==> src/rtl/matrix_result_serializer_if.sv <==
// Element stream from the matrix result serializer to a narrow consumer.
// A transfer happens on a rising edge where out_valid && out_ready; while out_valid is high
// and out_ready is low, the source holds out_data/out_row/out_col/out_last stable and never drops out_valid.
interface matrix_result_serializer_if #(
    parameter int BitWidth = 8
);
    logic [2*BitWidth-1:0] out_data;
    logic                  out_valid;
    logic                  out_ready;
    logic [1:0]            out_row;
    logic [1:0]            out_col;
    logic                  out_last;

    modport master (
        output out_data, out_valid, out_row, out_col, out_last,
        input  out_ready
    );

    modport slave (
        input  out_data, out_valid, out_row, out_col, out_last,
        output out_ready
    );
endinterface

==> src/rtl/matrix_result_serializer.sv <==
// Snapshots a 3x3 result matrix on capture and streams it row-major, one element per transfer.
// A capture coinciding with the final transfer reloads the snapshot, so matrices stream with no bubble.
module matrix_result_serializer #(
    parameter int BitWidth = 8
) (
    input  logic                  clk,
    input  logic                  reset,
    input  logic                  capture,
    input  logic [2*BitWidth-1:0] C00,
    input  logic [2*BitWidth-1:0] C01,
    input  logic [2*BitWidth-1:0] C02,
    input  logic [2*BitWidth-1:0] C10,
    input  logic [2*BitWidth-1:0] C11,
    input  logic [2*BitWidth-1:0] C12,
    input  logic [2*BitWidth-1:0] C20,
    input  logic [2*BitWidth-1:0] C21,
    input  logic [2*BitWidth-1:0] C22,
    matrix_result_serializer_if.master o_stream,
    output logic                  busy,
    output logic                  overrun,
    output logic                  o_dbg_state
);
    localparam int DW = 2 * BitWidth;

    typedef enum logic {
        S_IDLE   = 1'b0,
        S_STREAM = 1'b1
    } state_t;

    state_t        r_state;
    state_t        w_state_next;
    logic [DW-1:0] r_snap [9];
    logic [DW-1:0] w_snap_next [9];
    logic [DW-1:0] w_in [9];
    logic [3:0]    r_index;
    logic [3:0]    w_index_next;
    logic [DW-1:0] r_data;
    logic [DW-1:0] w_data_next;
    logic [1:0]    r_row;
    logic [1:0]    w_row_next;
    logic [1:0]    r_col;
    logic [1:0]    w_col_next;
    logic          r_last;
    logic          w_last_next;
    logic          r_overrun;
    logic          w_xfer;
    logic          w_final;
    logic          w_load;
    logic          w_overrun_hit;

    always_comb begin
        w_in[0] = C00; w_in[1] = C01; w_in[2] = C02;
        w_in[3] = C10; w_in[4] = C11; w_in[5] = C12;
        w_in[6] = C20; w_in[7] = C21; w_in[8] = C22;
    end

    always_comb begin
        w_state_next  = r_state;
        w_index_next  = r_index;
        w_snap_next   = r_snap;
        w_data_next   = '0;
        w_row_next    = 2'd0;
        w_col_next    = 2'd0;
        w_last_next   = 1'b0;

        w_xfer        = (r_state == S_STREAM) && o_stream.out_ready;
        w_final       = w_xfer && (r_index == 4'd8);
        w_load        = capture && ((r_state == S_IDLE) || w_final);
        w_overrun_hit = capture && (r_state == S_STREAM) && !w_final;

        case (r_state)
            S_IDLE: begin
                if (w_load) begin
                    w_snap_next  = w_in;
                    w_index_next = 4'd0;
                    w_state_next = S_STREAM;
                end
            end
            S_STREAM: begin
                if (w_load) begin
                    w_snap_next  = w_in;
                    w_index_next = 4'd0;
                end else if (w_final) begin
                    w_index_next = 4'd0;
                    w_state_next = S_IDLE;
                end else if (w_xfer) begin
                    w_index_next = r_index + 4'd1;
                end
            end
            default: w_state_next = S_IDLE;
        endcase

        // Outputs are precomputed from the next index so every port comes straight from a flop.
        if (w_state_next == S_STREAM) begin
            w_data_next = w_snap_next[w_index_next];
            w_last_next = (w_index_next == 4'd8);
            case (w_index_next)
                4'd0: begin w_row_next = 2'd0; w_col_next = 2'd0; end
                4'd1: begin w_row_next = 2'd0; w_col_next = 2'd1; end
                4'd2: begin w_row_next = 2'd0; w_col_next = 2'd2; end
                4'd3: begin w_row_next = 2'd1; w_col_next = 2'd0; end
                4'd4: begin w_row_next = 2'd1; w_col_next = 2'd1; end
                4'd5: begin w_row_next = 2'd1; w_col_next = 2'd2; end
                4'd6: begin w_row_next = 2'd2; w_col_next = 2'd0; end
                4'd7: begin w_row_next = 2'd2; w_col_next = 2'd1; end
                4'd8: begin w_row_next = 2'd2; w_col_next = 2'd2; end
                default: begin w_row_next = 2'd0; w_col_next = 2'd0; end
            endcase
        end
    end

    always_ff @(posedge clk) begin
        if (reset) begin
            r_state   <= S_IDLE;
            r_index   <= 4'd0;
            for (int i = 0; i < 9; i++) begin
                r_snap[i] <= '0;
            end
            r_data    <= '0;
            r_row     <= 2'd0;
            r_col     <= 2'd0;
            r_last    <= 1'b0;
            r_overrun <= 1'b0;
        end else begin
            r_state   <= w_state_next;
            r_index   <= w_index_next;
            r_snap    <= w_snap_next;
            r_data    <= w_data_next;
            r_row     <= w_row_next;
            r_col     <= w_col_next;
            r_last    <= w_last_next;
            if (w_overrun_hit) begin
                r_overrun <= 1'b1;
            end
        end
    end

    assign o_stream.out_valid = (r_state == S_STREAM);
    assign o_stream.out_data  = r_data;
    assign o_stream.out_row   = r_row;
    assign o_stream.out_col   = r_col;
    assign o_stream.out_last  = r_last;
    assign busy               = (r_state == S_STREAM);
    assign overrun            = r_overrun;
    assign o_dbg_state        = r_state;
endmodule

==> src/flat_wrapper.sv <==
// flat-port wrapper written by rule: the top's interface ports become plain ports
module matrix_result_serializer_flat 
#(
    parameter int BitWidth = 8
)
  (clk, reset, capture, C00, C01, C02, C10, C11, C12, C20, C21, C22, busy, overrun, o_dbg_state, o_stream_out_data, o_stream_out_valid, o_stream_out_row, o_stream_out_col, o_stream_out_last, o_stream_out_ready);
  matrix_result_serializer_if #(.BitWidth(BitWidth)) o_stream_i ();
  input  logic clk;
  input  logic reset;
  input  logic capture;
  input  logic [2*BitWidth-1:0] C00;
  input  logic [2*BitWidth-1:0] C01;
  input  logic [2*BitWidth-1:0] C02;
  input  logic [2*BitWidth-1:0] C10;
  input  logic [2*BitWidth-1:0] C11;
  input  logic [2*BitWidth-1:0] C12;
  input  logic [2*BitWidth-1:0] C20;
  input  logic [2*BitWidth-1:0] C21;
  input  logic [2*BitWidth-1:0] C22;
  output logic busy;
  output logic overrun;
  output logic o_dbg_state;
  output wire logic [$bits(o_stream_i.out_data)-1:0] o_stream_out_data;
  output wire logic [$bits(o_stream_i.out_valid)-1:0] o_stream_out_valid;
  output wire logic [$bits(o_stream_i.out_row)-1:0] o_stream_out_row;
  output wire logic [$bits(o_stream_i.out_col)-1:0] o_stream_out_col;
  output wire logic [$bits(o_stream_i.out_last)-1:0] o_stream_out_last;
  input wire logic [$bits(o_stream_i.out_ready)-1:0] o_stream_out_ready;
  assign o_stream_out_data = o_stream_i.out_data;
  assign o_stream_out_valid = o_stream_i.out_valid;
  assign o_stream_out_row = o_stream_i.out_row;
  assign o_stream_out_col = o_stream_i.out_col;
  assign o_stream_out_last = o_stream_i.out_last;
  assign o_stream_i.out_ready = o_stream_out_ready;
  matrix_result_serializer #(.BitWidth(BitWidth)) u_core (.clk(clk), .reset(reset), .capture(capture), .C00(C00), .C01(C01), .C02(C02), .C10(C10), .C11(C11), .C12(C12), .C20(C20), .C21(C21), .C22(C22), .o_stream(o_stream_i), .busy(busy), .overrun(overrun), .o_dbg_state(o_dbg_state));
endmodule
==> config.mk <==
export PLATFORM = sky130hd
export DESIGN_NAME = matrix_result_serializer_flat
export DESIGN_NICKNAME = d
export VERILOG_FILES = /design/src/rtl/matrix_result_serializer_if.sv /design/src/rtl/matrix_result_serializer.sv /design/src/flat_wrapper.sv
export SDC_FILE = /design/constraint.sdc
export NUM_CORES = 1
export LEC_CHECK = 0
export CORE_MARGIN = 2
export CORE_UTILIZATION = 51
export CTS_BUF_LIST = sky130_fd_sc_hd__clkbuf_8
export DETAILED_ROUTE_END_ITERATION = 6
export PLACE_DENSITY = 0.82
export RECOVER_POWER = 25
export REMOVE_ABC_BUFFERS = 1
export SETUP_SLACK_MARGIN = 0.05
export SYNTH_ARGS = -nofsm -noshare
export SYNTH_HDL_FRONTEND = slang
export SYNTH_SLANG_ARGS = --single-unit
==> constraint.sdc <==
create_clock -name clk -period 3 [get_ports clk]
set_clock_uncertainty 0.15 [all_clocks]
set_input_delay 0.45 -clock clk [delete_from_list [all_inputs] [get_ports clk]]
set_output_delay 0.45 -clock clk [all_outputs]
set_load 0.02 [all_outputs]
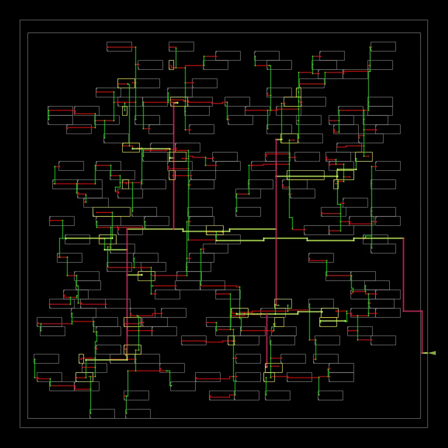
(images/clocks.png)
clock network power: 1.54 mW
registers: 171
clk_buf instances: 19
CTS sink count: 171

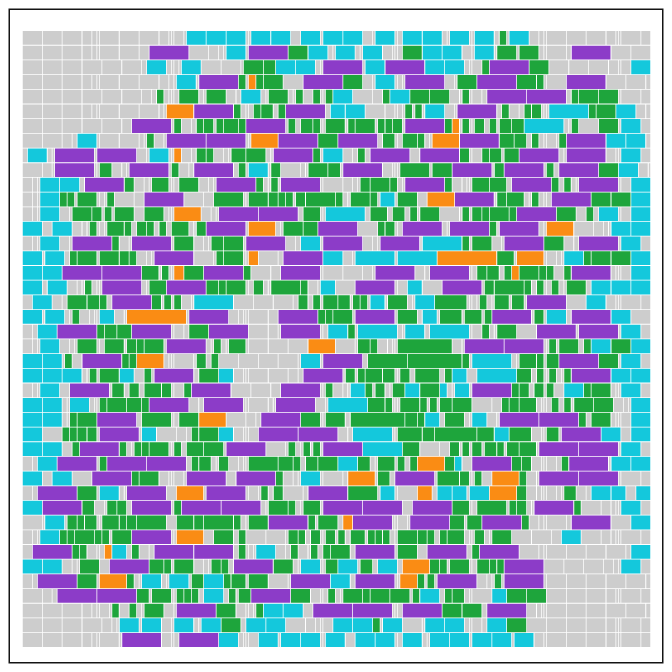
(images/placement_by_type.png)
Fill, decap, tap and diode cells in grey.
| class | colour | cells | share of their area |
|---|---|---|---|
| clock drivers and dummy loads | orange | 31 | 4.0% |
| remaining buffers and delay cells | cyan | 212 | 24% |
| combinational and other logic | green | 497 | 35% |
| sequential cells | purple | 171 | 37% |

==> impl_metrics.json <==
{
  "outcome": "completed",
  "power.net_switching_mw": 1.21,
  "worstHoldPathCells": 3,
  "syn_avg_cell_area_um2": 9.57,
  "synthDistinctLibCells": 45,
  "critPathBufInv": 3,
  "synth_warnings": 0,
  "common_cells": "dfxtp_1, nor2_1, mux2i_1, nand2_1, a21oi_1",
  "top_area_share_pct": 49.2,
  "fin_util_pct": 71.2,
  "ys_sh_aoi_pct": 16.0,
  "largest_reg_flops": 144,
  "worst_pin_slew_ns": 1.04,
  "holdBufCountCts": 0,
  "crit_chain": "inv_2, ha_1, nand4b_1, clkbuf_1, o311ai_0, a32oi_4, buf_12, nor2_1, a211oi_1, o221ai_1",
  "cap_violations": 0,
  "ys_async_sr_fraction_pct": 0,
  "syn-cell-area_um2": 6950,
  "vias_per_cell": 5.59,
  "rr_endpoint": "u_core.o_stream.out_data[2]",
  "startpoint": "u_core.r_index[0]",
  "intPower_mw": 3.57,
  "wl_met3_um": 1170,
  "ant_nets": 0,
  "fp_util_pct": 52.3,
  "gr-usage-all-layers_pct": 25.8,
  "ioPinCount": 173,
  "fmax_mhz": 361,
  "ys_sh_mux_pct": 16.6,
  "drt_pass1_iterations": 5,
  "grt_pass1_vias": 6034,
  "synth-simple-area-share_pct": 12.9,
  "power_frac_comb_pct": 16.7,
  "seq_share_pct": 36.2,
  "numSynthFlops": 171,
  "synthXorXnorAreaFrac_pct": 0.126,
  "crit_end": "u_core.o_stream.out_data[2]",
  "wl_per_cell_um": 17.2,
  "drive_gt1_share_pct": 9.44,
  "hold_viol_final": 0,
  "n_antenna_cell": 0
}
## layout by cell type (no fill, tap or decap), drive strengths merged, types with 21 or more instances in the layout
master | synthesis | final
dlygate4sd3 | 0 | 22
dfxtp | 171 | 171
nand2 | 68 | 68
a21oi | 38 | 38
mux2i | 114 | 114
nor2 | 139 | 139
clkdlybuf4s50 | 0 | 149
o22ai | 33 | 33
clkbuf | 27 | 21
o21ai | 21 | 21
buf | 32 | 39
## per-stage QoR
step                      hold WS, ns  setup slack, ns  power, mW  instance area [um2]   TNS, ns
after floorplan                 0.281            -7.77       2.94                 6640  -1163.58
after global placement          0.293           0.0144       3.27                 9120         0
after detailed placement        0.298          -0.0405       3.30                 9120   -0.0778
after CTS                       0.204            0.264       4.81                 9500         0
after global routing            0.238           0.0812       4.97                 9460         0
final                           0.236            0.226       4.78                 9460         0
Power and IR drop assume default switching activity.
